--- src/rtl/rv32_instr_encoder.sv ---
// rv32_instr_encoder: packs decoded RV32I fields into 32-bit instruction words.
// A load-immediate pseudo-op expands into ADDI, LUI, or LUI followed by ADDI.
// The output stage is fully registered; only in_ready is combinational.
module rv32_instr_encoder #(
   parameter int XLEN = 32
) (
   input  logic            clk,
   input  logic            rst_n,
   input  logic            in_valid,
   output logic            in_ready,
   input  logic [4:0]      in_op,
   input  logic [2:0]      in_funct3,
   input  logic            in_funct7_6,
   input  logic [4:0]      in_rd,
   input  logic [4:0]      in_rs1,
   input  logic [4:0]      in_rs2,
   input  logic [XLEN-1:0] in_imm,
   input  logic            in_li,
   output logic            out_valid,
   input  logic            out_ready,
   output logic [XLEN-1:0] out_instr,
   output logic            out_last,
   output logic            out_err
);

   localparam logic [4:0] OP_LOAD   = 5'b00000;
   localparam logic [4:0] OP_IMM    = 5'b00100;
   localparam logic [4:0] OP_AUIPC  = 5'b00101;
   localparam logic [4:0] OP_STORE  = 5'b01000;
   localparam logic [4:0] OP_R      = 5'b01100;
   localparam logic [4:0] OP_LUI    = 5'b01101;
   localparam logic [4:0] OP_BRANCH = 5'b11000;
   localparam logic [4:0] OP_JALR   = 5'b11001;
   localparam logic [4:0] OP_JAL    = 5'b11011;

   localparam logic [XLEN-1:0] NOP = 32'h0000_0013;

   typedef enum logic {IDLE, EMIT2} state_t;

   state_t          state;
   logic [XLEN-1:0] pend_instr;

   logic [XLEN-1:0] enc_word;
   logic            enc_err;
   logic [6:0]      f7;
   logic            li_single;
   logic            li_two;
   logic [19:0]     li_hi;
   logic [XLEN-1:0] li_word0;
   logic [XLEN-1:0] li_addi;
   logic [XLEN-1:0] nxt_word;
   logic            nxt_last;
   logic            nxt_err;
   logic            accept;

   // A new bundle may enter only when no second LI word is pending and the
   // output register is empty or draining this cycle.
   assign in_ready = (state == IDLE) && (!out_valid || out_ready);
   assign accept   = in_valid && in_ready;

   // Format-specific field packing for ordinary (non-LI) bundles.
   always_comb begin
      enc_word = NOP;
      enc_err  = 1'b0;
      f7       = {1'b0, in_funct7_6, 5'b00000};
      case (in_op)
         OP_R:
            enc_word = {f7, in_rs2, in_rs1, in_funct3, in_rd, in_op, 2'b11};
         OP_IMM:
            // Shift-immediate forms carry funct7 and a 5-bit shamt.
            if (in_funct3 == 3'b001 || in_funct3 == 3'b101)
               enc_word = {f7, in_imm[4:0], in_rs1, in_funct3, in_rd, in_op, 2'b11};
            else
               enc_word = {in_imm[11:0], in_rs1, in_funct3, in_rd, in_op, 2'b11};
         OP_LOAD:
            enc_word = {in_imm[11:0], in_rs1, in_funct3, in_rd, in_op, 2'b11};
         OP_JALR:
            enc_word = {in_imm[11:0], in_rs1, 3'b000, in_rd, in_op, 2'b11};
         OP_STORE:
            enc_word = {in_imm[11:5], in_rs2, in_rs1, in_funct3, in_imm[4:0], in_op, 2'b11};
         OP_BRANCH:
            enc_word = {in_imm[12], in_imm[10:5], in_rs2, in_rs1, in_funct3,
                        in_imm[4:1], in_imm[11], in_op, 2'b11};
         OP_LUI, OP_AUIPC:
            enc_word = {in_imm[31:12], in_rd, in_op, 2'b11};
         OP_JAL:
            enc_word = {in_imm[20], in_imm[10:1], in_imm[11], in_imm[19:12], in_rd, in_op, 2'b11};
         default: begin
            enc_word = NOP;
            enc_err  = 1'b1;
         end
      endcase
   end

   // LI split: the upper part is rounded up when ADDI's sign-extended low
   // 12 bits will subtract 4096.
   always_comb begin
      li_single = (&in_imm[31:11]) || (~|in_imm[31:11]);
      li_hi     = in_imm[31:12] + {19'd0, in_imm[11]};
      li_two    = !li_single && (|in_imm[11:0]);
      li_addi   = {in_imm[11:0], in_rd, 3'b000, in_rd, OP_IMM, 2'b11};
      if (li_single)
         li_word0 = {in_imm[11:0], 5'd0, 3'b000, in_rd, OP_IMM, 2'b11};
      else
         li_word0 = {li_hi, in_rd, OP_LUI, 2'b11};
   end

   // Word presented to the output register on an accept.
   always_comb begin
      nxt_word = in_li ? li_word0 : enc_word;
      nxt_last = in_li ? !li_two : 1'b1;
      nxt_err  = !in_li && enc_err;
   end

   // Expansion FSM and registered output stage.
   always_ff @(posedge clk or negedge rst_n) begin
      if (!rst_n) begin
         state      <= IDLE;
         pend_instr <= '0;
         out_valid  <= 1'b0;
         out_instr  <= NOP;
         out_last   <= 1'b0;
         out_err    <= 1'b0;
      end else begin
         case (state)
            IDLE: begin
               if (accept) begin
                  out_valid <= 1'b1;
                  out_instr <= nxt_word;
                  out_last  <= nxt_last;
                  out_err   <= nxt_err;
                  if (in_li && li_two) begin
                     pend_instr <= li_addi;
                     state      <= EMIT2;
                  end
               end else if (out_ready) begin
                  out_valid <= 1'b0;
               end
            end
            EMIT2: begin
               // The LUI is in the output register; swap in the ADDI once it drains.
               if (out_ready) begin
                  out_valid  <= 1'b1;
                  out_instr  <= pend_instr;
                  out_last   <= 1'b1;
                  out_err    <= 1'b0;
                  pend_instr <= '0;
                  state      <= IDLE;
               end
            end
            default: state <= IDLE;
         endcase
      end
   end

endmodule

--- config.mk ---
export PLATFORM = sky130hd
export DESIGN_NAME = rv32_instr_encoder
export DESIGN_NICKNAME = d
export VERILOG_FILES = /design/src/rtl/rv32_instr_encoder.sv
export SDC_FILE = /design/constraint.sdc
export NUM_CORES = 1
export LEC_CHECK = 0
export CAP_MARGIN = 30
export CORE_ASPECT_RATIO = 0.75
export CORE_MARGIN = 3
export CORE_UTILIZATION = 30
export CTS_CLUSTER_SIZE = 20
export DETAILED_ROUTE_END_ITERATION = 7
export DONT_BUFFER_PORTS = 1
export MAX_ROUTING_LAYER = met4
export PLACE_DENSITY = 0.55
export SYNTH_ARGS = -nofsm -noshare
export SYNTH_HDL_FRONTEND = slang
export SYNTH_SLANG_ARGS = --single-unit
--- constraint.sdc ---
create_clock -name clk -period 2.1 [get_ports clk]
set_input_delay 0.315 -clock clk [delete_from_list [all_inputs] [get_ports clk]]
set_output_delay 0.315 -clock clk [all_outputs]
set_load 0.01 [all_outputs]
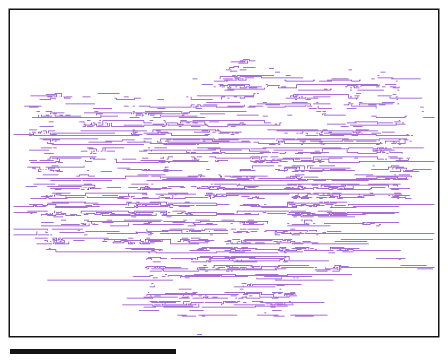
(run_1/layer_met1.png)
Scale bar: 50 um.
wire length on this layer: 5,680 um
longest straight run: 38.6 um
share of all routed wire: 45%
main direction: horizontal
nets with wire on the layer: 474

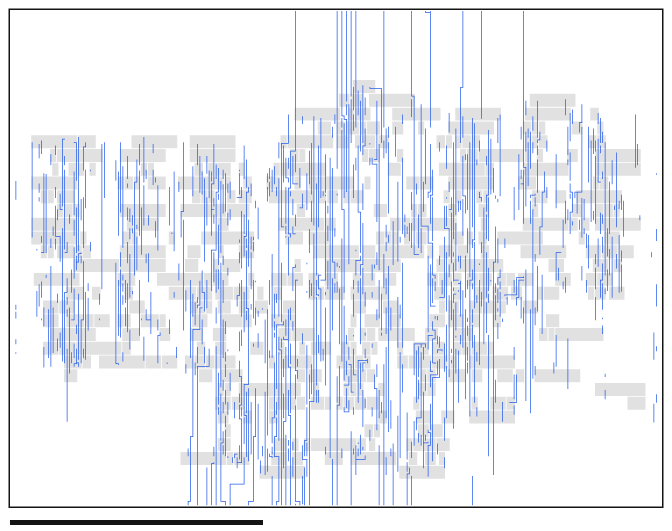
(run_1/layer_met2.png)
Scale bar: 50 um. Cells faint in the background.
wire length on this layer: 5,360 um
nets with wire on the layer: 395
main direction: vertical

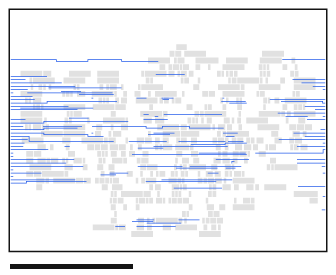
(run_1/layer_met3.png)
Scale bar: 50 um. Cells faint in the background.
nets with wire on the layer: 95
main direction: horizontal
share of all routed wire: 12%

## run 1: cells by family (layout without fill, tap and decap cells)
logic type / count (synthesis) / after routing
AOI/OAI and AO/OA: 131 / 131
xor gates and xnor gates: 17 / 17
adders and majority gates: 3 / 3
buffers and inverters: 32 / 54
DFF: 53 / 53
muxes: 3 / 3
and+or+nand+nor: 172 / 173
## run 1: final cells by class
cell class                      instances  area (um^2)
Fill cell                            1084         6710
Multi-Input combinational cell        327         1960
Sequential cell                        53         1330
Timing Repair Buffer                   35          298
Tap cell                              136          170
Clock buffer                            6          129
Inverter                               11         41.3
Clock inverter                          2         15.0
## run 1: state kept, by name, summed over array words and instances (netlist names)
register,flops
out_valid,1
out_err,1
out_last,1
out_instr,31
pend_instr,18
state,1
## run 1: through the flow
stage	worst slack, ns	hold WS (ns)	power (mW)	util, %
finish	0.0848	0.0773	3.01	37.0
floorplan	0.0829	0.0194	1.90	-
global route	0.0409	0.0795	3.17	37.0
detailed placement	-0.234	0.0221	2.13	35.1
CTS	0.109	0.0750	3.01	37.0
global placement	-0.187	0.0224	2.11	35.1
## run 1: Yosys cell counts, types with 2 or more instances
| cell | number | share of area [%] |
|---|---|---|
| a211o_1 | 2 | 0.52 |
| a21o_1 | 2 | 0.44 |
| a21oi_1 | 20 | 3.0 |
| a221oi_1 | 8 | 2.1 |
| a222oi_1 | 10 | 3.0 |
| a22o_1 | 6 | 1.5 |
| a22oi_1 | 2 | 0.44 |
| a2bb2oi_1 | 5 | 1.3 |
| a31oi_1 | 3 | 0.55 |
| and2_1 | 3 | 0.55 |
| and3_1 | 5 | 0.92 |
| and4_1 | 2 | 0.52 |
| buf_2 | 4 | 0.59 |
| clkbuf_1 | 16 | 1.8 |
| dfrtp_1 | 51 | 38 |
| dfstp_2 | 2 | 1.5 |
| ha_1 | 3 | 1.1 |
| inv_1 | 10 | 1.1 |
| mux2i_1 | 2 | 0.59 |
| nand2_1 | 85 | 9.4 |
| nand3_1 | 12 | 1.8 |
| nand4_1 | 3 | 0.55 |
| nor2_1 | 25 | 2.8 |
| nor2b_1 | 3 | 0.55 |
| nor3_1 | 6 | 0.89 |
| nor4_1 | 6 | 1.1 |
| nor4_2 | 2 | 0.74 |
| o21a_1 | 5 | 1.1 |
| o21ai_0 | 36 | 5.3 |
| o21ai_1 | 9 | 1.3 |
| o22ai_1 | 8 | 1.5 |
| o31ai_1 | 3 | 0.66 |
| o41ai_1 | 2 | 0.52 |
| or3_1 | 7 | 1.3 |
| or4_1 | 2 | 0.44 |
| xnor2_1 | 12 | 3.1 |
| xor2_1 | 5 | 1.3 |
## run 1: path summary, 6_finish.rpt
check / startpoint / cells past startpoint / endpoint
min in group asynchronous: rst_n / 2 / out_instr[6]
setup reg to reg: out_valid / 6 / out_instr[10]
hold reg to reg: out_instr[4] / 2 / out_instr[4]
setup / recovery: in_imm[30] / 8 / out_instr[28]
hold / removal: out_ready / 1 / out_instr[1]
max in group asynchronous: rst_n / 2 / out_instr[1]
## run 1: where the power goes
part | switching (mW) | internal [mW]
Sequential | 0.247 | 1.25
Combinational | 0.373 | 0.275
Clock | 0.415 | 0.445
Total | 1.04 | 1.97
==> changes_impl.md, run 1 <==
### Implementation results

- Yosys warns: 0
- Post-synth seq share: between 30% and 40%
- Yosys Instances: roughly 410
- Diodes inserted: 0
- 1st-iter DRT viols: 338
- Fraction of the mapped netlist area in adder cells: 1.11%
- IO Port Bufs: 0
- Main flop type: dfrtp_1
- Post-synth regs: 53
- Count of final hold-check violations: 0
- Placed insts: ~560
- Clk ins delay skew pair: 0.30 ns
- Maxcap violations: 0
- Clock sink count: 53
- Period minus WS final: around 2.0 ns
- Share of layout cells above drive strength 1: roughly an eighth
- Status: finished clean
- Nets: approximately 500
- Hold Path Class: primary input to flop
- Die area: ~0.013 mm^2
- Via count: ~3,400
- Post-synth ARST share: 100%
- Slew @ Worst Pin: 0.670 ns
- Most frequent cells in the layout: nand2_1, dfrtp_1, o21ai_0
- Post-CTS Setup Bufs: 0
- Floorplan utilization: roughly a third
- Metal3 WL: 1540 um
- Vias in the first global route: between 3,000 and 4,000
- Mux share: less than 1%
- CP bufs+invs: 2
- Crit path DRT: roughly 2.3 ns
- Met1 WL: approximately 5700 um
- Final setup vio count: 0
- CP endpoint kind: flop
- Die Span X: approximately 130 um
- DRC violations left: 0
- Slowest Stage Delay on Critical Path: around 0.57 ns
- Final non-filler cell area: about 0.0039 mm^2
- Commonest Layout Cell: nand2_1
- First-pass GRT wire length: slightly below 20,000 um
- TritonCTS Buffers: 5
- Met2 routed WL: around 5400 um
- Clk_skew: about 0.0034 ns
- Initial antenna violation count: 0
- YS chip area: about 0.0034 mm^2
- CTS H-Tree Depth: 2
- Slowest-stage cell, CP: or4_1
- Simple-Gate Area Share: roughly 25%
- Met3 Usage GRT: under 10%
- Pins Over Slew Limit: 0
- Clk buf depth: 2
- Synth Area per Inst: between 8 and 9 um^2
- Xor+xnor area frac: about 4.4%
- Arrival @ worst endpoint: ~2.2 ns
- DP Wirelength: 9420 um
- Uppermost layer routed: met4
- Die y size: 98.1 um
- R2R setup slack: ~0.18 ns
- Number of enable flip-flop cells: 0
- Hold_buf cts: 2
- P_leak: between 1.5 and 2 nW
- CP top delay family: simple AND/OR/NAND/NOR gates
- Final ANT Viol Nets: 0
- Top Usage Layer GRT: met1
- Root Buffer: clkbuf_16
- Setup CP Type: primary input to flop
- RSZ-0062 raised after global routing: no
- Mapped cell area: 0.00339 mm^2
- Ao+oa area frac: 26.0%
- Largest net degree at the start of global routing: ~54
- Log Warnings: 27
- Wire per inst: between 20 and 25 um
- Placed cell areas: approximately 0.0037 mm^2
- Final period util: between 90% and 100%
- Worst setup SP type: primary input
- P per Cell Area: between 700 and 800 mW/mm^2
- CTS tree: built
- Cell Count, Final, Fillers Out: between 500 and 600
- Clock slew at reported path FFs: 0.08 ns
- Row cnt: 32
- Pre-antenna DRT Iters: 4
- Maximum vdd drop: between 300 and 400 uV
- Met1 global-route usage: 30.5%
- Final WL: around 13,000 um
- Main logic family: AND-OR/OR-AND gates
- Unique cell types: about 61
- CP cell instances: or4_1 > nand3b_4 > o21ai_4 > buf_4 > nor2_4 > buf_12 > a221oi_1 > a21oi_1
- IO Pins: 97
- # resized after CTS: 0
- Grt total ovfl: 0
--- run 2 (diff from run 1) ---
- SKIP_CTS_REPAIR_TIMING: default -> 1
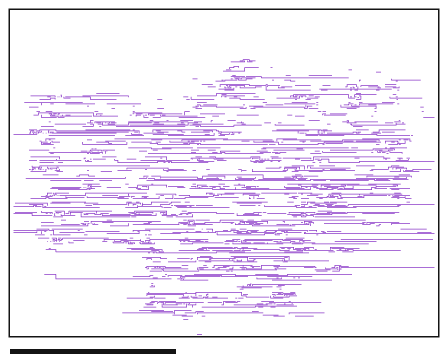
(run_2/layer_met1.png)
Scale bar: 50 um.
wire length on this layer: 5,580 um
longest straight run: 39.1 um
nets with wire on the layer: 478

==> changes_impl.md, run 2 <==
### Implementation results

- Status: finished clean (unchanged)
- Wire per inst: 22.1 um (was 22.2 um)
- Pint: 1.97 mW (about the same)
- Top-area cell share: 37.6% (unchanged)
- Worst hold path endpoint: out_instr[1] (unchanged)
- Place WS: -0.234 ns (unchanged)
- Main flop type: dfrtp_1 (unchanged)
- Most frequent cells in the layout: nand2_1, dfrtp_1, o21ai_0 (unchanged)
- Combinational share of power: 21.6% (was 21.5%)
- Switch share: 34.2% (was 34.4%)
- Largest reg by FF count: out_instr (unchanged)
- First-pass GRT wire length: 19,100 um (was 19,600 um)
- Period minus WS final: 2.02 ns (about the same)
- DRC violations left: 0 (unchanged)
- R2R setup slack: 0.14 ns (was 0.18 ns)
- CP cell instances: or4_1 > nand3b_4 > o21ai_4 > buf_4 > nor2_4 > buf_12 > a221oi_1 > a21oi_1 (unchanged)
- Top cells by area: dfrtp_1, nand2_1, o21ai_0, xnor2_1, a21oi_1 (unchanged)
- FF-to-FF End: out_instr[10] (unchanged)
- R2r startpoint: out_valid (unchanged)
- Yosys Instances: 411 (unchanged)
- Die y size: 98.1 um (unchanged)
- Top cell type by instance count after synthesis: nand2_1 (unchanged)
- Maximum vdd drop: 376 uV (was 380 uV)
- Worst setup SP type: primary input (unchanged)
- Row cnt: 32 (unchanged)
- Final core occ: 37.0% (about the same)
- YS chip area: 0.00339 mm^2 (unchanged)
- Post-synth ARST share: 100% (unchanged)
- Floorplan utilization: 31.8% (unchanged)
- IO Port Bufs: 0 (unchanged)
- Cell Count, Final, Fillers Out: 569 (was 570)
- CP top delay family: simple AND/OR/NAND/NOR gates (unchanged)
- Most common library cells after synthesis: nand2_1, dfrtp_1, o21ai_0 (unchanged)
- Via count: 3,375 (was 3,395)
- Crit path DRT: 2.27 ns (was 2.28 ns)
- Final setup vio count: 0 (unchanged)
- Yosys warns: 0 (unchanged)
- Sequential share of power: 50.1% (was 49.9%)
- Share of layout cells above drive strength 1: 12.5% (was 12.7%)
- Top Registers: out_instr: 31 flops, pend_instr: 18 flops (unchanged)
- P per Cell Area: 760 mW/mm^2 (was 763 mW/mm^2)
- CTS tree: built (unchanged)
- RSZ-0062 raised after global routing: no (unchanged)
- Final period util: 96.3% (was 96.0%)
- Slew @ Worst Pin: 0.690 ns (was 0.670 ns)
- Clock sink count: 53 (unchanged)
- Arrival @ worst endpoint: 2.20 ns (was 2.19 ns)
- Die Span X: 129 um (unchanged)
- Root Buffer: clkbuf_16 (unchanged)
- Die area: 0.0126 mm^2 (unchanged)
- Worst setup margin: 0.0774 ns (was 0.0848 ns)
- Fraction of the mapped netlist area in adder cells: 1.11% (unchanged)
- Number of enable flip-flop cells: 0 (unchanged)
- Final ANT Viol Nets: 0 (unchanged)
- Nets: 496 (was 497)
- Final WL: 12,600 um (about the same)
- Initial antenna violation count: 0 (unchanged)
- Slowest Stage Delay on Critical Path: 0.57 ns (about the same)
- Post-synth regs: 53 (unchanged)
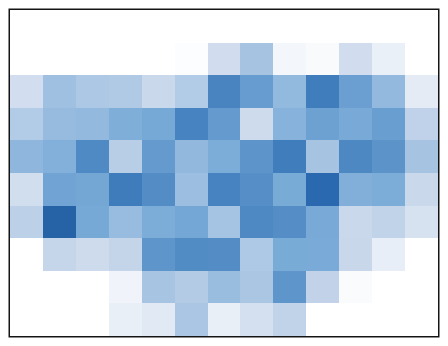
(run_2/cell_density.png)
13 x 10 tiles, from white (low) to dark blue (high), 0 to 100% covered.
fullest tile: 80%
nearly empty tiles: 26%
mean over tiles: 30%
densest ninth of the die: centre
tiles over 75% full: 1.5%

==> run 2: worst max path at each step <==
stage | from | to | slack, ns | cells past startpoint
floorplan | in_imm[11] | out_instr[20] | 0.08 | 7
global placement | in_imm[25] | pend_instr[27] | -0.19 | 7
detailed placement | in_imm[25] | pend_instr[30] | -0.23 | 7
CTS | out_valid | pend_instr[30] | -0.08 | 6
global route | in_imm[30] | out_instr[28] | 0.01 | 8
finish | in_imm[30] | out_instr[28] | 0.08 | 8
==> run 2: kinds of logic (layout without fill, tap and decap cells) <==
group	count (synthesis)	after routing
buf+inv	32	53
mux	3	3
xor+xnor	17	17
compound gates	131	131
flops	53	53
fa+ha+maj	3	3
simple gates	172	173
==> run 2: area by class of cell <==
type	count	area, um^2
fillers	1084	6710
flip-flops and latches	53	1330
repair buffers	34	290
clock buffers	6	129
clock inverters	2	15.0
multi-input cells	327	1970
well taps	136	170
inverters	11	41.3
==> run 2: through the flow <==
| stage | power [mW] | hold slack [ns] | cell area, um^2 |
|---|---|---|---|
| floorplan | 1.90 | 0.0194 | 3390 |
| global placement | 2.11 | 0.0224 | 3740 |
| detailed placement | 2.13 | 0.0221 | 3740 |
| CTS | 2.98 | -0.299 | 3890 |
| global route | 3.17 | 0.0810 | 3950 |
| finish | 3.00 | 0.0794 | 3950 |
==> run 2: layer usage <==
| metal | global-route usage, % | wire length (um) | up-vias |
|---|---|---|---|
| li1 | - | - | 1559 |
| met1 | 29.7 | 5570 | 1624 |
| met2 | 27.9 | 5360 | 184 |
| met3 | 5.74 | 1610 | 8 |
| met4 | 2.74 | 51 | 0 |
| met5 | - | 0 | - |
==> run 2: worst reg2reg max path: stages, from the launching register on <==
cell and delay [ns]:
dfrtp_1 0.38, a21oi_1 0.19, nand2_1 0.22, buf_4 0.27, a21oi_1 0.56, a222oi_1 0.20, nand2_1 0.10
==> run 2: power groups by stage <==
stage	Combinational [mW]	Clock, mW	Sequential (mW)
global placement	0.596	0	1.51
global route	0.728	0.908	1.53
finish	0.648	0.849	1.50
CTS	0.612	0.863	1.50
detailed placement	0.608	0	1.52
floorplan	0.448	0	1.45
Power is estimated from default activity; no workload was simulated.
